### src/rtl/full_calc_ctrl.sv
// Sequencing FSM for the full calculator datapath: operand capture, unit launch, completion wait, L/H write-back.
// Optional wait-state timeout is compiled in with `define FULL_CALC_CTRL_TIMEOUT_EN.
module full_calc_ctrl #(
   parameter int MUL_LAT = 3,
   parameter int TIMEOUT = 255
) (
   input  logic       clk,
   input  logic       rst,
   input  logic       Go,
   input  logic [2:0] F,
   input  logic       sm_calc_Done,
   input  logic       div_Done,
   output logic       X_en,
   output logic       Y_en,
   output logic [1:0] Y_Sel,
   output logic       sm_calc_Go,
   output logic [1:0] sm_calc_Op,
   output logic       div_Go,
   output logic       OutL_en,
   output logic       OutH_en,
   output logic [1:0] Sel_L,
   output logic [1:0] Sel_H,
   output logic       div_Err_en,
   output logic       Done,
   output logic       Err,
   output logic [3:0] CS
);

   if (MUL_LAT < 1 || MUL_LAT > 256 || TIMEOUT < 1 || TIMEOUT > 255) begin : g_bad_cfg
      $error("full_calc_ctrl: MUL_LAT must be 1..256 and TIMEOUT 1..255");
   end

   typedef enum logic [2:0] {
      S_IDLE      = 3'd0,
      S_CALC_GO   = 3'd1,
      S_CALC_WAIT = 3'd2,
      S_MUL_WAIT  = 3'd3,
      S_DIV_GO    = 3'd4,
      S_DIV_WAIT  = 3'd5,
      S_WB        = 3'd6,
      S_DONE      = 3'd7
   } state_t;

   localparam logic [7:0] MUL_LOAD = 8'(MUL_LAT - 1);

   state_t     state_q, state_d;
   logic [2:0] op_q, op_d;
   logic [7:0] cnt_q, cnt_d;
   logic       err_q, err_d;
   logic       f_rsv;

   // Codes 110/111 are reserved and never touch the operand registers.
   assign f_rsv = (F[2:1] == 2'b11);

`ifdef FULL_CALC_CTRL_TIMEOUT_EN
   localparam logic [8:0] TMO_LIM = 9'(TIMEOUT);
   logic tmo_hit;
   assign tmo_hit = (({1'b0, cnt_q} + 9'd1) == TMO_LIM);
`endif

   always_ff @(posedge clk or posedge rst) begin
      if (rst) begin
         state_q <= S_IDLE;
         op_q    <= 3'b000;
         cnt_q   <= 8'd0;
         err_q   <= 1'b0;
      end else begin
         state_q <= state_d;
         op_q    <= op_d;
         cnt_q   <= cnt_d;
         err_q   <= err_d;
      end
   end

   always_comb begin
      state_d = state_q;
      op_d    = op_q;
      cnt_d   = cnt_q;
      err_d   = err_q;
      case (state_q)
         S_IDLE: begin
            if (Go) begin
               if (f_rsv) begin
                  state_d = S_DONE;
                  err_d   = 1'b1;
               end else begin
                  op_d = F;
                  if (!F[2]) begin
                     state_d = S_CALC_GO;
                  end else if (!F[0]) begin
                     state_d = S_MUL_WAIT;
                     cnt_d   = MUL_LOAD;
                  end else begin
                     state_d = S_DIV_GO;
                  end
               end
            end
         end
         S_CALC_GO: begin
            state_d = S_CALC_WAIT;
`ifdef FULL_CALC_CTRL_TIMEOUT_EN
            cnt_d   = 8'd0;
`endif
         end
         // A Done seen on the limit cycle still wins over the timeout.
         S_CALC_WAIT: begin
            if (sm_calc_Done) begin
               state_d = S_WB;
            end
`ifdef FULL_CALC_CTRL_TIMEOUT_EN
            else if (tmo_hit) begin
               state_d = S_DONE;
               err_d   = 1'b1;
            end else begin
               cnt_d = cnt_q + 8'd1;
            end
`endif
         end
         S_MUL_WAIT: begin
            if (cnt_q == 8'd0) begin
               state_d = S_WB;
            end else begin
               cnt_d = cnt_q - 8'd1;
            end
         end
         S_DIV_GO: begin
            state_d = S_DIV_WAIT;
`ifdef FULL_CALC_CTRL_TIMEOUT_EN
            cnt_d   = 8'd0;
`endif
         end
         S_DIV_WAIT: begin
            if (div_Done) begin
               state_d = S_WB;
            end
`ifdef FULL_CALC_CTRL_TIMEOUT_EN
            else if (tmo_hit) begin
               state_d = S_DONE;
               err_d   = 1'b1;
            end else begin
               cnt_d = cnt_q + 8'd1;
            end
`endif
         end
         S_WB: begin
            state_d = S_DONE;
         end
         S_DONE: begin
            state_d = S_IDLE;
            err_d   = 1'b0;
         end
         default: begin
            state_d = S_IDLE;
         end
      endcase
   end

   // Moore decode; the IDLE operand load is the only Go-dependent output.
   always_comb begin
      X_en       = 1'b0;
      Y_en       = 1'b0;
      Y_Sel      = 2'b00;
      sm_calc_Go = 1'b0;
      sm_calc_Op = 2'b00;
      div_Go     = 1'b0;
      OutL_en    = 1'b0;
      OutH_en    = 1'b0;
      Sel_L      = 2'b00;
      Sel_H      = 2'b00;
      div_Err_en = 1'b0;
      Done       = 1'b0;
      Err        = 1'b0;
      CS         = {1'b0, state_q};
      case (state_q)
         S_IDLE: begin
            if (Go && !f_rsv) begin
               X_en  = 1'b1;
               Y_en  = 1'b1;
               Y_Sel = 2'b01;
            end
         end
         S_CALC_GO: begin
            sm_calc_Go = 1'b1;
            sm_calc_Op = op_q[1:0];
         end
         S_CALC_WAIT: begin
            sm_calc_Op = op_q[1:0];
         end
         S_DIV_GO: begin
            div_Go = 1'b1;
         end
         S_WB: begin
            OutL_en = 1'b1;
            OutH_en = 1'b1;
            if (!op_q[2]) begin
               Sel_L = 2'b00;
               Sel_H = 2'b10;
            end else if (!op_q[0]) begin
               Sel_L = 2'b01;
               Sel_H = 2'b00;
            end else begin
               Sel_L      = 2'b10;
               Sel_H      = 2'b01;
               div_Err_en = 1'b1;
            end
         end
         S_DONE: begin
            Done = 1'b1;
            Err  = err_q;
         end
         default: begin
            CS = {1'b0, state_q};
         end
      endcase
   end

endmodule

### config.mk
export PLATFORM = sky130hd
export DESIGN_NAME = full_calc_ctrl
export DESIGN_NICKNAME = d
export VERILOG_FILES = /design/src/rtl/full_calc_ctrl.sv
export SDC_FILE = /design/constraint.sdc
export NUM_CORES = 1
export LEC_CHECK = 0
export CORE_MARGIN = 8
export CORE_UTILIZATION = 42
export DETAILED_ROUTE_END_ITERATION = 7
export PLACE_DENSITY = 0.78
export REMOVE_ABC_BUFFERS = 1
export SYNTH_ARGS = -nofsm -noshare
export SYNTH_HDL_FRONTEND = slang
export SYNTH_SLANG_ARGS = --single-unit
### constraint.sdc
create_clock -name clk -period 1.85 [get_ports clk]
set_input_delay 0.37 -clock clk [delete_from_list [all_inputs] [get_ports clk]]
set_output_delay 0.37 -clock clk [all_outputs]
set_load 0.02 [all_outputs]
==> flow_metrics.rpt, run 1 <==
IMPLEMENTATION SUMMARY REPORT
----------------------------------------------------
[Routing]
  Pre-Repair DR Iteration Count ........................ 4
  Uppermost signal routing layer after detailed routing ........................ met4

[Logic synthesis]
  Total of flip-flops plus latches after synthesis ........................ 15

[Layout]
  Number of flip-flops and latches ........................ 15
  Area of the multi-input gates ........................ ~580 sq um
  Filler instances ........................ 182
  Fraction of final layout cells sized beyond drive strength 1 ........................ 0.399

[Global route]
  Maximum number of pins on one net before global-route repair ........................ 16
  Total track usage ........................ 0.123

[Timing]
  Setup-violating endpoint count in the final report ........................ 6
  Hold violation count in the final report ........................ 0
  Minimum setup slack in the final design ........................ -0.121 ns
  Share of the clock period used by the worst path after layout ........................ 1.07
  Total negative slack for setup checks ........................ -0.565 ns

[Worst setup path]
  Setup crit end ........................ X_en
  CP required ........................ 1.48 ns

[Pwr]
  Max rail drop VDD ........................ about 0.0012 V

[Outcome]
  Failing checks ........................ negative setup slack
  Run status ........................ finished with violations

[Place]
  Number of input and output port buffers inserted ........................ 26

----------------------------------------------------
Figure 1. PDN straps and rails (run 1).
Pins as bars on the die edge. Tap cells in grey.
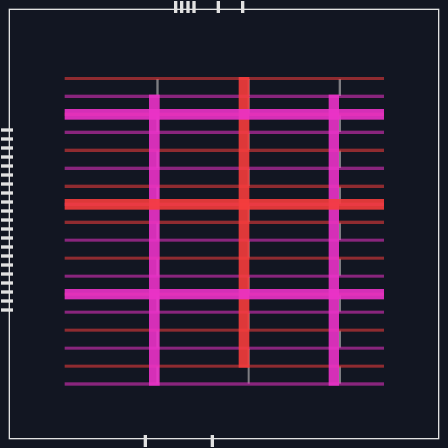
| net | colour |
|---|---|
| VSS | magenta |
| VDD | red |
met1 rails: 18
tap cells: 28
rows: 17
met5 straps: 3

Figure 2. Sequential cells coloured by netlist name (run 1).
Other sequential cells in the stronger grey, the rest of the logic in the fainter grey.
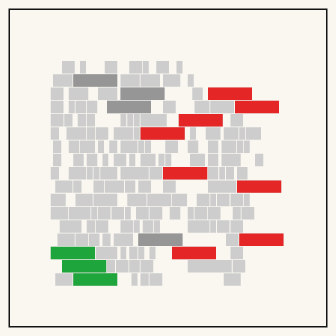
| signal | colour | placed flops |
|---|---|---|
| cnt_q | red | 8 |
| state_q | green | 3 |
not coloured: 4

Figure 3. Placement by cell class (run 1).
The bar under the picture is 20 um long.
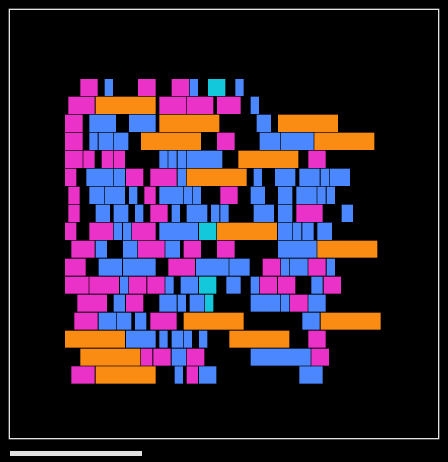
| class | colour | cells |
|---|---|---|
| other buffers and delay cells | magenta | 54 |
| all other logic | blue | 90 |
| flip-flops | orange | 15 |
| clock drivers and dummy loads | cyan | 4 |

Figure 4. Routed clock nets over the placement (run 1).
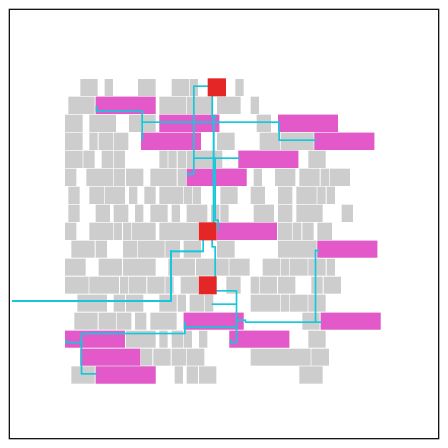
[clock wires] cyan | length: 226 um
[cells driving clock nets] red | count: 3
[flip-flops] magenta | count: 15
routed clock nets: 4

--- run 2 (diff from run 1) ---
HOLD_SLACK_MARGIN = 0.05   (was unset)
Figure 5. Placement by cell class (run 2).
The bar under the picture is 20 um long.
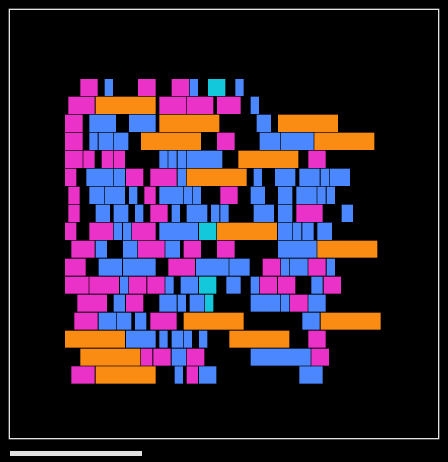
| class | colour | cells |
|---|---|---|
| all other logic | blue | 90 |
| other buffers and delay cells | magenta | 54 |
| flip-flops | orange | 15 |
| clock drivers and dummy loads | cyan | 4 |

==> flow_metrics.rpt, run 2 <==
IMPLEMENTATION SUMMARY REPORT
----------------------------------------------------
[Timing]
  Hold violation count in the final report ........................ 0
  Worst-margin pin slew ........................ ~0.59 ns
  Max Slew Vio Count ........................ 0
  Minimum setup slack in the final design ........................ -0.121 ns
  Min cycle time layout ........................ just under 2 ns
  Share of the clock period used by the worst path after layout ........................ 1.07
  Setup-violating endpoint count in the final report ........................ 6
  Total negative slack for setup checks ........................ -0.565 ns

[Routing]
  Uppermost signal routing layer after detailed routing ........................ met4
  Pre-Repair DR Iteration Count ........................ 4
  Number of DRC violations after detailed-routing iteration 0 ........................ 33

[Outcome]
  Failing checks ........................ negative setup slack
  Run status ........................ finished with violations

[Global route]
  Total track usage ........................ 0.123
  Maximum number of pins on one net before global-route repair ........................ 16

[Pwr]
  Max rail drop VDD ........................ approximately 0.0012 V

[Worst setup path]
  Kind of end point of the critical path ........................ output pin
  R2r endpoint ........................ cnt_q[2]$_DFFE_PP0P_
  Cell family with most CP delay ........................ simple AND/OR/NAND/NOR gates
  CP required ........................ between 1 and 1.5 ns
  Slowest Stage Delay on Critical Path ........................ roughly 0.57 ns
  Flop2flop setup slack ........................ -0.10 ns
  Number of buffer and inverter instances along the worst setup path ........................ 1
  Setup crit end ........................ X_en

[Layout]
  Fraction of area in multi-input gates ........................ 0.392
  Ant diodes ........................ 0
  Area of the multi-input gates ........................ 582 sq um
  Fraction of final layout cells sized beyond drive strength 1 ........................ 0.399
  Number of flip-flops and latches ........................ 15

[Place]
  Worst setup slack before clock tree synthesis ........................ -0.811 ns
  Number of input and output port buffers inserted ........................ 26
  Final HPWL from detailed placement ........................ roughly 1900 um

[Logic synthesis]
  Most frequently used flop master after synthesis ........................ dfrtp_1
  Avg Inst Size Synth ........................ 8.39 sq um
  Total of flip-flops plus latches after synthesis ........................ 15
  Yosys warning total ........................ 0
  Basic Gates by Area ........................ 0.296
  Top non-seq family ........................ simple AND/OR/NAND/NOR gates
  Library cell with the largest summed area after synthesis ........................ dfrtp_1

----------------------------------------------------
